[config.mk]
export PLATFORM = sky130hd
export DESIGN_NAME = dmem_dump_reader
export DESIGN_NICKNAME = d
export VERILOG_FILES = /design/src/rtl/dmem_dump_reader.sv
export SDC_FILE = /design/constraint.sdc
export NUM_CORES = 1
export LEC_CHECK = 0
export ABC_AREA = 0
export CAP_MARGIN = 40
export CORE_MARGIN = 5
export CORE_UTILIZATION = 27
export DETAILED_ROUTE_END_ITERATION = 6
export GPL_TIMING_DRIVEN = 0
export SYNTH_ARGS = -nofsm -noshare
export SYNTH_HDL_FRONTEND = slang
export SYNTH_SLANG_ARGS = --single-unit
[constraint.sdc]
create_clock -name clk -period 5.15 [get_ports clk]
set_input_delay 1.03 -clock clk [delete_from_list [all_inputs] [get_ports clk]]
set_output_delay 1.03 -clock clk [all_outputs]
set_load 0.005 [all_outputs]
[src/rtl/dmem_dump_reader.sv]
// Streams a contiguous range of data-memory words out on a valid/ready port.
// Reads run ahead of the consumer into a skid FIFO placed behind the output register.
module dmem_dump_reader #(
   parameter int ADDR_W = 8,
   parameter int DATA_W = 32
) (
   input  logic              clk,
   input  logic              reset,
   input  logic              start,
   input  logic [ADDR_W-1:0] base_addr,
   input  logic [ADDR_W:0]   word_count,
   output logic              busy,
   output logic              done,
   output logic              mem_rd_en,
   output logic [ADDR_W-1:0] mem_addr,
   input  logic [DATA_W-1:0] mem_rd_data,
   output logic              out_valid,
   input  logic              out_ready,
   output logic [DATA_W-1:0] out_data,
   output logic [ADDR_W-1:0] out_addr,
   output logic              out_last
);
   // state  | meaning
   // S_IDLE | waiting for start
   // S_RUN  | issuing reads and streaming words
   // S_DONE | one-cycle completion pulse
   localparam int EW = DATA_W + ADDR_W + 1;

   typedef enum logic [1:0] {S_IDLE, S_RUN, S_DONE} state_t;

   state_t            state, state_nxt;
   logic [ADDR_W:0]   remaining;
   logic              infl, infl_last;
   logic [ADDR_W-1:0] infl_addr;
   logic [EW-1:0]     fifo0, fifo1, push_entry;
   logic [1:0]        fifo_cnt, reserved;
   logic              pop, push, load_direct, push_fifo, pop_fifo;

   // Slots are reserved at issue time, so a stalled consumer never loses a word.
   always_comb begin
      reserved    = fifo_cnt + {1'b0, infl};
      mem_rd_en   = (state == S_RUN) && (remaining != '0) && (reserved < 2'd2);
      pop         = out_valid && out_ready;
      push        = infl;
      push_entry  = {infl_last, infl_addr, mem_rd_data};
      load_direct = push && (!out_valid || (pop && fifo_cnt == 2'd0));
      push_fifo   = push && !load_direct;
      pop_fifo    = pop && (fifo_cnt != 2'd0);
      busy        = (state == S_RUN);
      done        = (state == S_DONE);
   end

   always_comb begin
      state_nxt = state;
      case (state)
         S_IDLE:  if (start) state_nxt = (word_count == '0) ? S_DONE : S_RUN;
         S_RUN:   if (pop && out_last) state_nxt = S_DONE;
         S_DONE:  state_nxt = S_IDLE;
         default: state_nxt = S_IDLE;
      endcase
   end

   always_ff @(posedge clk or negedge reset) begin
      if (!reset) state <= S_IDLE;
      else        state <= state_nxt;
   end

   always_ff @(posedge clk or negedge reset) begin
      if (!reset) begin
         remaining <= '0;
         mem_addr  <= '0;
         infl      <= 1'b0;
         infl_addr <= '0;
         infl_last <= 1'b0;
      end else begin
         if (state == S_IDLE && start) begin
            remaining <= word_count;
            mem_addr  <= base_addr;
         end else if (mem_rd_en) begin
            remaining <= remaining - 1'b1;
            mem_addr  <= mem_addr + 1'b1;
         end
         infl <= mem_rd_en;
         if (mem_rd_en) begin
            infl_addr <= mem_addr;
            infl_last <= (remaining == {{ADDR_W{1'b0}}, 1'b1});
         end
      end
   end

   // The output register is the stream head; the FIFO only fills while it stalls.
   always_ff @(posedge clk or negedge reset) begin
      if (!reset) begin
         out_valid <= 1'b0;
         out_data  <= '0;
         out_addr  <= '0;
         out_last  <= 1'b0;
         fifo0     <= '0;
         fifo1     <= '0;
         fifo_cnt  <= 2'd0;
      end else begin
         if (pop_fifo) begin
            {out_last, out_addr, out_data} <= fifo0;
            out_valid <= 1'b1;
            fifo0     <= fifo1;
         end else if (load_direct) begin
            {out_last, out_addr, out_data} <= push_entry;
            out_valid <= 1'b1;
         end else if (pop) begin
            out_valid <= 1'b0;
         end
         if (push_fifo) begin
            if (fifo_cnt == 2'd0 || (fifo_cnt == 2'd1 && pop_fifo)) fifo0 <= push_entry;
            else                                                   fifo1 <= push_entry;
         end
         case ({push_fifo, pop_fifo})
            2'b10:   fifo_cnt <= fifo_cnt + 2'd1;
            2'b01:   fifo_cnt <= fifo_cnt - 2'd1;
            default: fifo_cnt <= fifo_cnt;
         endcase
      end
   end
endmodule
==> impl_metrics.yaml <==
# synthesis and place-and-route metrics
grt:
  grt.met1_usage_pct: 16.9
  grt_pass1_vias: 5467
  antenna_found_initial: 0
  grt_max_degree: 83
  grt_usage_pct: 12.2
  overflow: 0
  use_met3_pct: 3.67
  top_usage_layer: "met2"
  grt_first_pass_wirelength_mm: 30.0
power_and_ir_drop:
  ir_worst_vdd_uv: 264
  swShare_pct: 35.9
  clkPwrFrac_pct: 21.9
  p_sw_w: 0.00217
  internal-power_w: 0.00389
  power.leakage_nw: 4.12
  clock_net_power_w: 0.00133
  comb-power_w: 0.00251
  power_w: 0.00606
  maxPowerGroup: "combinational cells"
  seq_power_share_pct: 36.8
  combPwrFrac_pct: 41.3
  seq_cell_power_w: 0.00223
  power.density_nw_per_um2: 655
clock_tree:
  cts.htree.levels: 4
  clock_sinks: 155
  cts-buffers-inserted: 17
  clk-insertion-delay-late_ps: 430
  clk_pin_slew_worst_paths_ps: 70
  cts_root_buf: "clkbuf_16"
  cts_resized: 0
  cts_hold_buf: 0
  cts_setup_buffers: 0
  cts_tree: "built"
  clockBufferDepth: 2
synth:
  area_leaders: "dfrtp_1 (54%), mux2i_1 (11%), o21ai_0 (6.9%)"
  yosys_warnings: 0
  synth.cellmix.compoundShare_pct: 11.9
  yosys.area_share.simple_pct: 10.3
  synth_flops: 155
  synth-xor-area-share_pct: 0.245
  logic_family: "multiplexers"
  synthAdderAreaFrac_pct: 1.23
  synth_top_cell_by_area: "dfrtp_1"
  top_cell_area_share_pct: 54.3
  ys_sh_mux_pct: 18.3
  floorplan.nets: 702
  synthArstFlopShare_pct: 100
  synth-edff-count: 0
  ys_cells: 642
  common_cells: "dfrtp_1 (155), nand2_1 (99), o21ai_0 (99)"
  syn_avg_cell_area_um2: 11.1
  flop_cell: "dfrtp_1"
  most_common_cell: "dfrtp_1"
  syn-instance-count: 642
  yosys_area_um2: 7150
  syn_area_um2: 7150
  synth_cell_types: 56
  ys_seq_share_pct: 54.3
detailed_routing:
  viasPerCell: 4.71
  wl_met1_mm: 8.54
  drtAntennaViolNets: 0
  drt-pass1-iter-count: 4
  wl_met3_um: 951
  route.detailed.drc: 0
  topRoutingLayerUsed: "met4"
  wire_per_inst_um: 16.1
  wl_met2_mm: 8.22
  initialDrtViolationCount: 355
min_path:
  hp-start: "out_addr[1]"
  holdPathEnd: "out_addr[1]"
  worstHoldPathType: "reg -> reg"
  whs_path_depth: 2
cells_and_area:
  fin_nets: 826
  seq_area_um2: 3880
  final_common_cell: "dfrtp_1"
  fin_cells: 1114
  nFillCells: 2578
  logic_area_um2: 3000
  antennaDiodeCount: 0
  drive_above_1_share_pct: 13.4
  final_layout_top_logic_cells: "dfrtp_1 (155), clkdlybuf4s50_1 (103), nand2_1 (99), o21ai_0 (99), mux2i_1 (82)"
  areaGrowthSynthToFinish_pct: 29.5
place:
  hpwl_mm: 12.2
  portBuffers: 104
  dp_slack_ps: 2150
  dp_cells: 1082
  placed_cell_area_um2: 8640
  gp_congestion: 0.819
sta:
  grt_setup_unrepaired: "false"
  finalHoldViolCount: 0
  max-slew-margin-rel_pct: 57.2
  timing.hold.ws_ps: 475
  fmax_mhz: 289
  clock_skew_ps: 12.6
  final-max-slew-violation-count: 0
  finalSetupTns_ps: 0
  tightestPinTransition_ps: 626
  setup_viol: 0
  period_minus_slack_ps: 3460
  layout_setup_ws_ps: 1690
  finalCritPeriodShare_pct: 67.1
die:
  die_h_um: 173
  die_x_um: 173
  ioPinCount: 106
  fp.dieArea_um2: 29800
  core_area_um2: 26100
  core_util_floorplan_pct: 27.4
worst_setup_path:
  crit_type: "reg -> out"
  r2r_start: "fifo_cnt[0]"
  cp-end-kind: "output pin"
  reg2reg_depth: 9
  worstSetupStartpointType: "flip-flop"
  cp_max_fo: 11
  crit_path_start: "remaining[0]"
  crit_end: "mem_rd_en"
  worstPathRequired_ps: 4120
  r2r_slack_ps: 2930
  r2r-end: "fifo_cnt[1]"
  cp.arrival_ps: 2430
run_status:
  status: "completed"
job:
  warnings: 29
  drv_cap: 0
critical path: stages, from the launching register on:
cell             delay (ps)
dfrtp_1                 450
inv_1                   110
ha_1                    210
nor4b_4                 270
nand3_2                 220
nand2_4                 180
inv_4                   100
clkdlybuf4s50_1         460
cell type report:
type	count	share of cell area (%)
Inverter	14	0.595
Multi-Input combinational cell	433	32.4
Clock buffer	18	4.64
Buffer	40	2.33
Timing Repair Buffer	105	11.6
Clock inverter	14	1.97
Sequential cell	155	41.9
Tap cell	335	4.53
registers in the layout, summed over array words and instances (netlist names), 2 cells and up:
name       count
fifo0         41
fifo1         41
out_data      32
remaining      9
infl_addr      8
mem_addr       8
out_addr       8
fifo_cnt       2
state          2
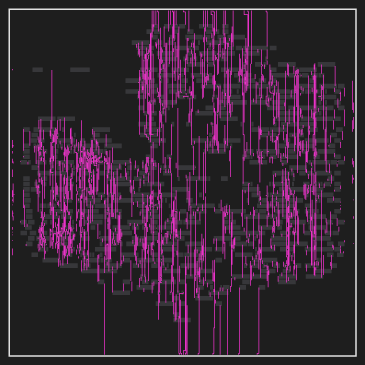
layer_met2.png
Drawn at 2 px/um. Cells faint in the background.
685 nets have wire on it. The layer carries 8220 um of wire.
via count: 5242
met2 Use GR: 18.9%
WL final: 17.9 mm

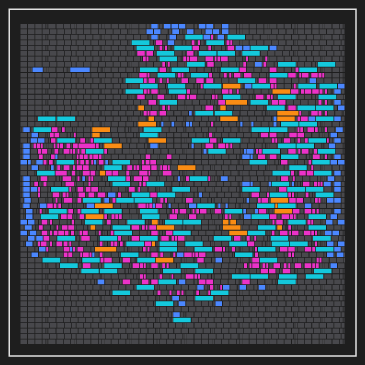
placement_by_type.png
Drawn at 2 px/um. Fill, decap, tap and diode cells in grey.
Key: magenta = combinational and other logic [cells 447]; cyan = sequential cells [cells 155]; orange = clock drivers and dummy loads [cells 32]; blue = remaining buffers and delay cells [cells 145]
Rows: 59
flop share of the area: 41.9%
Finished Core Util: 35.5%
Final Cell Area: 9250 um2

